### Placed standard cells

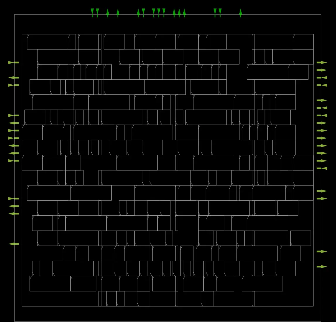
### Register map, names as in the netlist

Scale: 6 px per um. Other sequential cells in the stronger gray, the rest of the logic in the fainter gray.
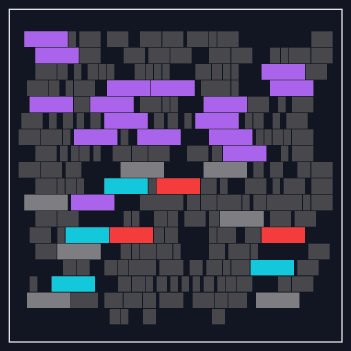
`src/rtl/mem_access_seq.sv`:
```
// -----------------------------------------------------------------------------
// mem_access_seq
//
// Sequencer for single load/store transfers between the working register and
// the external 16-bit data bus. It steers the direction controls of the
// downstream bidirectional data port, drives the memory address and active-low
// strobes, inserts wait states, and pulses the working-register load enable.
//
// Transfer: IDLE -> SETUP -> ACCESS (WAIT_CYCLES+1) -> HOLD -> TURN (TURN_CYCLES)
// -> IDLE. TURN is skipped when TURN_CYCLES = 0.
//
// Handshake: req is a level request sampled only in IDLE. When it is sampled
// high there, the transfer is accepted on that edge and addr/ld_st are latched.
// There is no ready/ack; busy low means the next req will be accepted, and a
// req seen while busy is not queued but flagged on req_drop for that cycle.
//
// Parameters
//   ADDR_W       address width
//   WAIT_CYCLES  extra ACCESS cycles beyond the first (0..15)
//   TURN_CYCLES  idle cycles after HOLD with both directions off (0..3)
//
// Ports
//   clk        rising-edge clock
//   rst        synchronous, active-high reset
//   req        transfer request (sampled in IDLE only)
//   ld_st      1 = load (bus -> wreg), 0 = store (wreg -> bus)
//   addr       transfer address
//   busy       high in every state except IDLE
//   done       one-cycle pulse in HOLD
//   req_drop   high in any cycle where req is high outside IDLE
//   wreg_load  working-register load enable, last ACCESS cycle of a load
//   mem_write  data port direction bus -> wreg
//   mem_read   data port direction wreg -> bus
//   mem_addr   registered memory address
//   mem_oe_n   memory output enable, active low
//   mem_we_n   memory write enable, active low
//   state_dbg  current FSM state encoding, for observation only
// -----------------------------------------------------------------------------
module mem_access_seq #(
    parameter int ADDR_W      = 16,
    parameter int WAIT_CYCLES = 2,
    parameter int TURN_CYCLES = 1
) (
    input  logic              clk,
    input  logic              rst,
    input  logic              req,
    input  logic              ld_st,
    input  logic [ADDR_W-1:0] addr,
    output logic              busy,
    output logic              done,
    output logic              req_drop,
    output logic              wreg_load,
    output logic              mem_write,
    output logic              mem_read,
    output logic [ADDR_W-1:0] mem_addr,
    output logic              mem_oe_n,
    output logic              mem_we_n,
    output logic [2:0]        state_dbg
);

    typedef enum logic [2:0] {
        S_IDLE   = 3'd0,
        S_SETUP  = 3'd1,
        S_ACCESS = 3'd2,
        S_HOLD   = 3'd3,
        S_TURN   = 3'd4
    } state_t;

    // The down-counter is reloaded on entry to ACCESS and TURN; the state is
    // left when it reads zero, so the reload value is (cycles - 1).
    localparam logic [3:0] WAIT_INIT = 4'(WAIT_CYCLES);
    localparam logic [3:0] TURN_INIT = (TURN_CYCLES > 0) ? 4'(TURN_CYCLES - 1) : 4'd0;

    state_t              state_q, state_d;
    logic [3:0]          cnt_q, cnt_d;
    logic                load_q, load_d;
    logic [ADDR_W-1:0]   addr_q, addr_d;

    logic                done_q, done_d;
    logic                wl_q, wl_d;
    logic                mw_q, mw_d;
    logic                mr_q, mr_d;
    logic                oe_n_q, oe_n_d;
    logic                we_n_q, we_n_d;

    // Next-state logic.
    always_comb begin
        state_d = state_q;
        cnt_d   = cnt_q;
        load_d  = load_q;
        addr_d  = addr_q;
        case (state_q)
            S_IDLE: begin
                if (req) begin
                    addr_d  = addr;
                    load_d  = ld_st;
                    state_d = S_SETUP;
                end
            end
            S_SETUP: begin
                state_d = S_ACCESS;
                cnt_d   = WAIT_INIT;
            end
            S_ACCESS: begin
                if (cnt_q == 4'd0) begin
                    state_d = S_HOLD;
                end else begin
                    cnt_d = cnt_q - 4'd1;
                end
            end
            S_HOLD: begin
                if (TURN_CYCLES == 0) begin
                    state_d = S_IDLE;
                end else begin
                    state_d = S_TURN;
                    cnt_d   = TURN_INIT;
                end
            end
            S_TURN: begin
                if (cnt_q == 4'd0) begin
                    state_d = S_IDLE;
                end else begin
                    cnt_d = cnt_q - 4'd1;
                end
            end
            default: state_d = S_IDLE;
        endcase
    end

    // Output decode from the *next* state so that every direction/strobe
    // output comes straight from a flop in the cycle the state is entered.
    always_comb begin
        done_d = 1'b0;
        wl_d   = 1'b0;
        mw_d   = 1'b0;
        mr_d   = 1'b0;
        oe_n_d = 1'b1;
        we_n_d = 1'b1;
        case (state_d)
            S_SETUP: begin
                // Store drives the bus a cycle early so data is stable
                // before the write strobe falls.
                mr_d = ~load_d;
            end
            S_ACCESS: begin
                if (load_d) begin
                    oe_n_d = 1'b0;
                    mw_d   = 1'b1;
                    // cnt_d == 0 marks the final ACCESS cycle.
                    wl_d   = (cnt_d == 4'd0);
                end else begin
                    we_n_d = 1'b0;
                    mr_d   = 1'b1;
                end
            end
            S_HOLD: begin
                done_d = 1'b1;
                // Store keeps driving for data hold after the strobe rises.
                mr_d   = ~load_d;
            end
            default: begin
                done_d = 1'b0;
            end
        endcase
    end

    always_ff @(posedge clk) begin
        if (rst) begin
            state_q <= S_IDLE;
            cnt_q   <= 4'd0;
            load_q  <= 1'b0;
            addr_q  <= '0;
            done_q  <= 1'b0;
            wl_q    <= 1'b0;
            mw_q    <= 1'b0;
            mr_q    <= 1'b0;
            oe_n_q  <= 1'b1;
            we_n_q  <= 1'b1;
        end else begin
            state_q <= state_d;
            cnt_q   <= cnt_d;
            load_q  <= load_d;
            addr_q  <= addr_d;
            done_q  <= done_d;
            wl_q    <= wl_d;
            mw_q    <= mw_d;
            mr_q    <= mr_d;
            oe_n_q  <= oe_n_d;
            we_n_q  <= we_n_d;
        end
    end

    assign busy      = (state_q != S_IDLE);
    // Dropped-request flag follows req in the same cycle it is seen.
    assign req_drop  = req && (state_q != S_IDLE);
    assign done      = done_q;
    assign wreg_load = wl_q;
    assign mem_write = mw_q;
    assign mem_read  = mr_q;
    assign mem_oe_n  = oe_n_q;
    assign mem_we_n  = we_n_q;
    assign mem_addr  = addr_q;
    assign state_dbg = state_q;

    // Bus-safety invariants.
    a_dir_excl : assert property (@(posedge clk) disable iff (rst) !(mem_write && mem_read));
    a_strb_excl: assert property (@(posedge clk) disable iff (rst) !(!mem_oe_n && !mem_we_n));
    a_wl_dir   : assert property (@(posedge clk) disable iff (rst) !(wreg_load && !mem_write));

endmodule

```
`config.mk`:
```
export PLATFORM = sky130hd
export DESIGN_NAME = mem_access_seq
export DESIGN_NICKNAME = d
export VERILOG_FILES = /design/src/rtl/mem_access_seq.sv
export SDC_FILE = /design/constraint.sdc
export NUM_CORES = 1
export LEC_CHECK = 0
export CAP_MARGIN = 0
export CORE_MARGIN = 1
export CORE_UTILIZATION = 47
export DETAILED_ROUTE_END_ITERATION = 8
export PLACE_DENSITY_LB_ADDON = 0.1
export SYNTH_ARGS = -nofsm -noshare
export SYNTH_HDL_FRONTEND = slang
export SYNTH_SLANG_ARGS = --single-unit
```
`constraint.sdc`:
```
create_clock -name clk -period 4.35 [get_ports clk]
set_input_delay 1.0875 -clock clk [delete_from_list [all_inputs] [get_ports clk]]
set_output_delay 1.0875 -clock clk [all_outputs]
set_load 0.02 [all_outputs]
```
==> out/results.tsv <==
stage	metric	value	unit
status	status	complete, no violations	
pwr	pwr_density_cell	369	nW/um2
synth	yosysWarnings	0	
synth	topCellsByArea	dfxtp_1, nand2_1, a21oi_1, nor2b_1, nor2_1	
floorplan	die_w	55.2	um
cts	ctsHoldBuffers	0	
final_timing	setup_tns	0	ns
final_timing	slew_viol_final	0	
global_route	grt_max_degree	26	
drt	vias_per_cell	5.41	
critical_path	critPathBufInv	2	
final_timing	finalHoldViolations	0	
cts	cts_tree	yes	
job	warnings	26	
final_timing	hold_ws	0.457	ns
place	gp_congestion	0.808	
min_path	worstHoldPathCells	2	
synth	synth.avg_cell_area	8.36	um2
global_route	grt.total_usage	21.5	%
job	maxCapViolCount	0	
pwr	ir_drop	0.304	mV
cts	root_buffer	clkbuf_4	
pwr	leakage	0.000678	uW
synth	top_cell	nand2_1	
final_timing	finalClockSkew	0.00662	ns
final_timing	rsz0062_at_grt	false	
place	dp_hpwl	2120	um
floorplan	pin_count	47	
cts	htree_levels	2	
floorplan	die-height	55.2	um
pwr	p_total	675	uW
critical_path	endpoint_kind	primary output	
synth	ys_cells	159	
critical_path	arrival	2.37	ns
synth	synth.distinct_cells	40	
cells_and_area	drive_above_1_share	6.47	%
critical_path	cpMostUsedCell	clkdlybuf4s50_1	
-- 'Placed standard cells' (at the start) --
Non-Filler Instances: 231
core area: 2570 um2
flip-flops: 30
well tap count: 30

-- 'Register map, names as in the netlist' (at the start) --
[red] state_dbg | placed flops: 3
[purple] mem_addr | placed flops: 16
[cyan] cnt_q | placed flops: 4

-- stage by stage --
step                cell area, um2  setup slack, ns  cells  utilization, %
floorplan                     1330             1.85    159               -
global placement              1770            0.901    223            68.8
detailed placement            1770            0.898    223            68.8
CTS                           1830            0.893    231            71.2
global route                  1830            0.803    231            71.2
finish                        1830            0.897    231            71.2
-- layout make-up --
cell class	count	share of cell area [%]
clock buffers	7	3.01
clock inverters	1	0.274
inverters	5	1.03
multi-input cells	112	35.5
flip-flops and latches	30	32.9
well taps	30	2.05
repair buffers	46	25.2
-- report_power, final --
group / internal [uW] / switching, uW / leakage, uW
clock network: 78.2 / 89.1 / 0.0000353
registers: 297 / 24.5 / 0.000245
logic: 90.5 / 95.6 / 0.000397
total: 465 / 209 / 0.000678
-- flip-flops by register name (all words and copies together), names as in the netlist --
| name | cells |
|---|---|
| cnt_q | 4 |
| done | 1 |
| load_q | 1 |
| mem_addr | 16 |
| mem_oe_n | 1 |
| mem_read | 1 |
| mem_we_n | 1 |
| mem_write | 1 |
| state_dbg | 3 |
| wreg_load | 1 |
-- worst register-to-register path: cells and delay by family, from the launching register on --
family | cells | cell delay (ns)
flops | 1 | 0.56
mux | 1 | 0.26
simple gates | 4 | 1.34
-- layout by cell type (no fill, tap or decap), types with 2 or more instances in the layout --
master,count
clkdlybuf4s50_1,46
clkbuf_4,5
nand3_1,4
a32o_1,2
a21oi_1,17
nor2_1,9
inv_1,4
nand2_1,37
mux2i_1,2
nor4_1,3
a211oi_1,3
nor2b_1,6
dfxtp_1,30
nand2b_1,2
or2_1,2
nor3_1,2
nor3b_1,3
xnor2_1,2
-- logic make-up after synthesis --
kind of cell               Yosys count  share of synthesized area [%]
and+or+nand+nor                     77                           30.4
AOI/OAI and AO/OA                   30                           14.7
DFF                                 30                           45.2
buffers and inverters               17                           6.02
xor gates and xnor gates             2                           1.32
muxes                                2                           1.51
adders and majority gates            1                          0.941
-- worst paths after layout --
kind                     start      endpoint  slack [ns]
setup reg to reg  state_dbg[2]     wreg_load        2.09
hold reg to reg   mem_addr[10]  mem_addr[10]        0.46
hold / removal    mem_addr[10]  mem_addr[10]        0.46
setup / recovery           req      req_drop        0.90
-- per-layer routing --
layer  track usage [%]  up-vias  part of all wire [%]
li1                  -      628                     -
met1              27.3      561                    44
met2              34.9       53                    47
met3              5.19        7                   7.5
met4              8.75        0                   1.4
met5                 0        -                     0
Power and IR drop assume default switching activity.
